==> src/rtl/ram_arbiter.sv <==
`default_nettype none
// ============================================================================
// Module   : ram_arbiter
// Purpose  : Two-requester arbiter in front of a single-port-write /
//            dual-read-enable RAM. Each transaction is sampled in IDLE, then
//            executed as ACCESS (+ WAIT for reads) and completed with a
//            one-cycle ack in DONE.
//            Write latency: ack two cycles after the request is sampled.
//            Read latency : ack three cycles after, with data on yN.
// Config   : define RAM_ARB_RR_EN for round-robin arbitration on
//            simultaneous requests; otherwise requester 0 has fixed priority.
// Ports    : clk, rst              - clock, synchronous active-high reset
//            req0/req1             - access requests
//            we0/we1, a0/a1, x0/x1 - write flag, address, write data
//            ack0/ack1             - one-cycle completion pulses
//            y0/y1                 - last read data per requester
//            ram_a, ram_x          - RAM address / write data
//            ram_we                - RAM write enable
//            ram_re0, ram_re1      - RAM read enables (read ports 0 / 1)
//            ram_y                 - RAM read data
//            busy                  - high whenever not in IDLE
// Revision : 1.0 - initial release
// ============================================================================
module ram_arbiter #(
  parameter int DATA_WIDTH = 8,
  parameter int ADDR_WIDTH = 16
) (
  input  logic                  clk,
  input  logic                  rst,
  input  logic                  req0,
  input  logic                  req1,
  input  logic                  we0,
  input  logic                  we1,
  input  logic [ADDR_WIDTH-1:0] a0,
  input  logic [ADDR_WIDTH-1:0] a1,
  input  logic [DATA_WIDTH-1:0] x0,
  input  logic [DATA_WIDTH-1:0] x1,
  output logic                  ack0,
  output logic                  ack1,
  output logic [DATA_WIDTH-1:0] y0,
  output logic [DATA_WIDTH-1:0] y1,
  output logic [ADDR_WIDTH-1:0] ram_a,
  output logic [DATA_WIDTH-1:0] ram_x,
  output logic                  ram_we,
  output logic                  ram_re0,
  output logic                  ram_re1,
  input  logic [DATA_WIDTH-1:0] ram_y,
  output logic                  busy
);

  localparam logic [1:0] S_IDLE   = 2'd0;
  localparam logic [1:0] S_ACCESS = 2'd1;
  localparam logic [1:0] S_WAIT   = 2'd2;
  localparam logic [1:0] S_DONE   = 2'd3;

  logic [1:0]            r_state;
  logic [1:0]            w_next_state;

  // Latched transaction
  logic                  r_id;
  logic                  r_we;
  logic [ADDR_WIDTH-1:0] r_a;
  logic [DATA_WIDTH-1:0] r_x;
  logic [DATA_WIDTH-1:0] r_y0;
  logic [DATA_WIDTH-1:0] r_y1;

  logic                  w_grant_valid;
  logic                  w_grant_id;
  logic                  w_take;

  assign w_grant_valid = req0 | req1;
  assign w_take        = (r_state == S_IDLE) && w_grant_valid;

  // --------------------------------------------------------------------------
  // Arbitration
  // --------------------------------------------------------------------------
`ifdef RAM_ARB_RR_EN
  // Last-granted requester; resets to 1 so requester 0 wins the first tie.
  logic r_last;

  always_comb begin
    w_grant_id = 1'b0;
    if (req0 && req1) begin
      w_grant_id = ~r_last;
    end else if (req1) begin
      w_grant_id = 1'b1;
    end
  end

  always_ff @(posedge clk) begin
    if (rst) begin
      r_last <= 1'b1;
    end else if (w_take) begin
      r_last <= w_grant_id;
    end
  end
`else
  // Requester 1 only wins when requester 0 is not asking.
  assign w_grant_id = ~req0 & req1;
`endif

  // --------------------------------------------------------------------------
  // FSM: state register
  // --------------------------------------------------------------------------
  always_ff @(posedge clk) begin
    if (rst) begin
      r_state <= S_IDLE;
    end else begin
      r_state <= w_next_state;
    end
  end

  // --------------------------------------------------------------------------
  // FSM: next-state logic
  // --------------------------------------------------------------------------
  always_comb begin
    w_next_state = r_state;
    case (r_state)
      S_IDLE: begin
        if (w_grant_valid) begin
          w_next_state = S_ACCESS;
        end
      end
      S_ACCESS: begin
        // Writes complete in one RAM cycle; reads need a data cycle.
        w_next_state = r_we ? S_DONE : S_WAIT;
      end
      S_WAIT: begin
        w_next_state = S_DONE;
      end
      S_DONE: begin
        w_next_state = S_IDLE;
      end
      default: begin
        w_next_state = S_IDLE;
      end
    endcase
  end

  // --------------------------------------------------------------------------
  // FSM: output logic
  // --------------------------------------------------------------------------
  always_comb begin
    ram_we  = 1'b0;
    ram_re0 = 1'b0;
    ram_re1 = 1'b0;
    ack0    = 1'b0;
    ack1    = 1'b0;
    busy    = 1'b1;
    case (r_state)
      S_IDLE: begin
        busy = 1'b0;
      end
      S_ACCESS: begin
        ram_we  = r_we;
        ram_re0 = ~r_we & ~r_id;
        ram_re1 = ~r_we &  r_id;
      end
      S_WAIT: begin
        ram_re0 = ~r_id;
        ram_re1 =  r_id;
      end
      S_DONE: begin
        ack0 = ~r_id;
        ack1 =  r_id;
      end
      default: begin
        busy = 1'b1;
      end
    endcase
    // Reset aborts any access in flight without touching the RAM.
    if (rst) begin
      ram_we  = 1'b0;
      ram_re0 = 1'b0;
      ram_re1 = 1'b0;
    end
  end

  // --------------------------------------------------------------------------
  // Datapath: request latch and read-data capture
  // --------------------------------------------------------------------------
  always_ff @(posedge clk) begin
    if (rst) begin
      r_id <= 1'b0;
      r_we <= 1'b0;
      r_a  <= '0;
      r_x  <= '0;
      r_y0 <= '0;
      r_y1 <= '0;
    end else begin
      if (w_take) begin
        r_id <= w_grant_id;
        r_we <= w_grant_id ? we1 : we0;
        r_a  <= w_grant_id ? a1  : a0;
        r_x  <= w_grant_id ? x1  : x0;
      end
      // RAM data is valid during WAIT; capture it so it is on yN at ack.
      if (r_state == S_WAIT) begin
        if (r_id) begin
          r_y1 <= ram_y;
        end else begin
          r_y0 <= ram_y;
        end
      end
    end
  end

  assign ram_a = r_a;
  assign ram_x = r_x;
  assign y0    = r_y0;
  assign y1    = r_y1;

endmodule
`default_nettype wire

==> config.mk <==
export PLATFORM = sky130hd
export DESIGN_NAME = ram_arbiter
export DESIGN_NICKNAME = d
export VERILOG_FILES = /design/src/rtl/ram_arbiter.sv
export SDC_FILE = /design/constraint.sdc
export NUM_CORES = 1
export LEC_CHECK = 0
export CAP_MARGIN = 5
export CORE_MARGIN = 3
export CORE_UTILIZATION = 38
export DETAILED_ROUTE_END_ITERATION = 7
export PLACE_DENSITY = 0.79
export SLEW_MARGIN = 25
export SYNTH_ARGS = -nofsm -noshare
export SYNTH_HDL_FRONTEND = slang
export SYNTH_SLANG_ARGS = --single-unit
export TNS_END_PERCENT = 50
==> constraint.sdc <==
create_clock -name clk -period 2.1 [get_ports clk]
set_clock_uncertainty 0.1 [all_clocks]
set_input_delay 0.42 -clock clk [delete_from_list [all_inputs] [get_ports clk]]
set_output_delay 0.42 -clock clk [all_outputs]
set_load 0.02 [all_outputs]
Fig. 1: congestion heat map
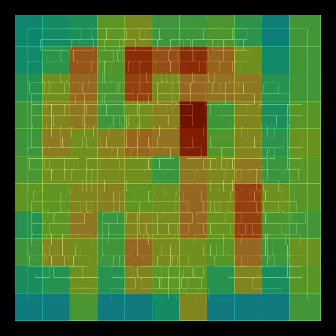
WL per Instance: 12.93 um
all-layer global routing usage: 18.28%

Fig. 2: clock distribution
Bar = 20 um.
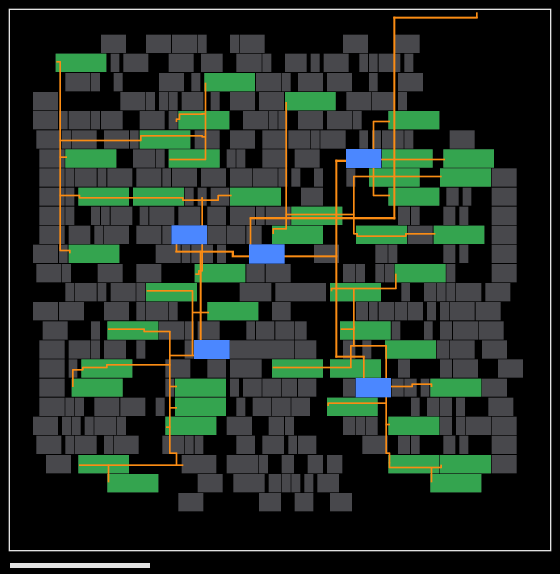
legend:
  flip-flops:
    color: green
    count: 44
  clock wires:
    color: orange
    length: 520 um
  cells driving clock nets:
    color: blue
    count: 5
routed clock nets: 6

Fig. 3: selected gate families
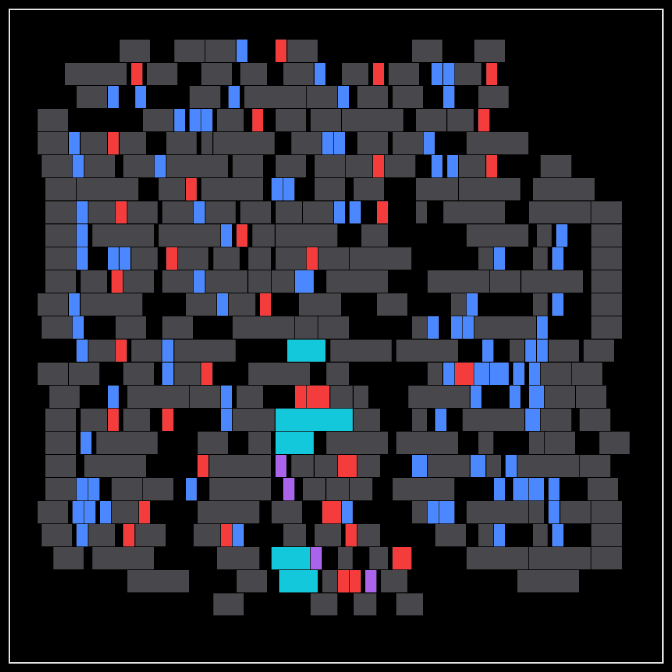
legend:
  inverters:
    color: purple
    cells: 4
    most_used: inv_1
    where: bottom middle
  adder and majority cells:
    color: cyan
    cells: 5
    most_used: ha_1
  NAND gates:
    color: blue
    cells: 86
    most_used: nand2_1
    where: spread over the die
  NOR gates:
    color: red
    cells: 34
    most_used: nor2_1

Fig. 4: placement by cell class
Bar = 20 um.
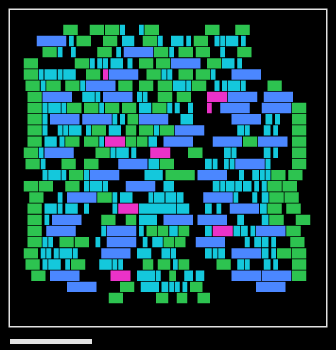
legend:
  other buffers and delay cells:
    color: green
    cells: 120
  flip-flops:
    color: blue
    cells: 44
  all other logic:
    color: cyan
    cells: 179
  clock drivers and dummy loads:
    color: magenta
    cells: 8

==> results.py <==
# Metrics from the implementation run
metrics = {
    "placement": {
        "io_buffers": 107,
    },
    "power": {
        "p_seq_share_pct": 34.7,
        "combPwrFrac_pct": 49.5,
        "clockPowerShare_pct": 15.8,
        "powerClk_uw": 534,
    },
    "run": {
        "openroad.warnings": 30,
    },
    "hold_path": {
        "hold_class": "flip-flop to flip-flop",
        "min_from": "y0[5]",
        "min_to": "y0[5]",
    },
    "cells_and_area": {
        "clkCellAreaFrac_pct": 2.854,
        "areaGrowthSynthToFinish_pct": 65.23,
        "fin_cells": 418,
        "final_core_utilization_pct": 65.96,
        "seq_cell_count": 44,
        "final-nonclk-buf-share_pct": 37.02,
    },
    "synthesis": {
        "top_area_share_pct": 46.10,
        "ys_seq_share_pct": 46.10,
        "synth_dominant_cell_count": "nand2_1",
        "synth_area_sq_um": 1911,
        "ys_types": 23,
        "yosys_warnings": 0,
    },
    "grt": {
        "busiest_layer": "met2",
        "grt_pass1_vias": 1951,
    },
    "status": {
        "status": "finished clean",
    },
    "sta": {
        "final_hold_viol_count": 0,
        "setup_tns_ns": 0,
        "slew_viol_final": 0,
    },
    "critical_path": {
        "cp-end-kind": "primary output",
    },
    "floorplan": {
        "die_y_um": 76.91,
        "fp_util_pct": 39.92,
    },
    "detailed_routing": {
        "routed.top_layer": "met4",
    },
    "clocking": {
        "cts_hold_buf": 0,
    },
}
Power and IR drop assume default switching activity.
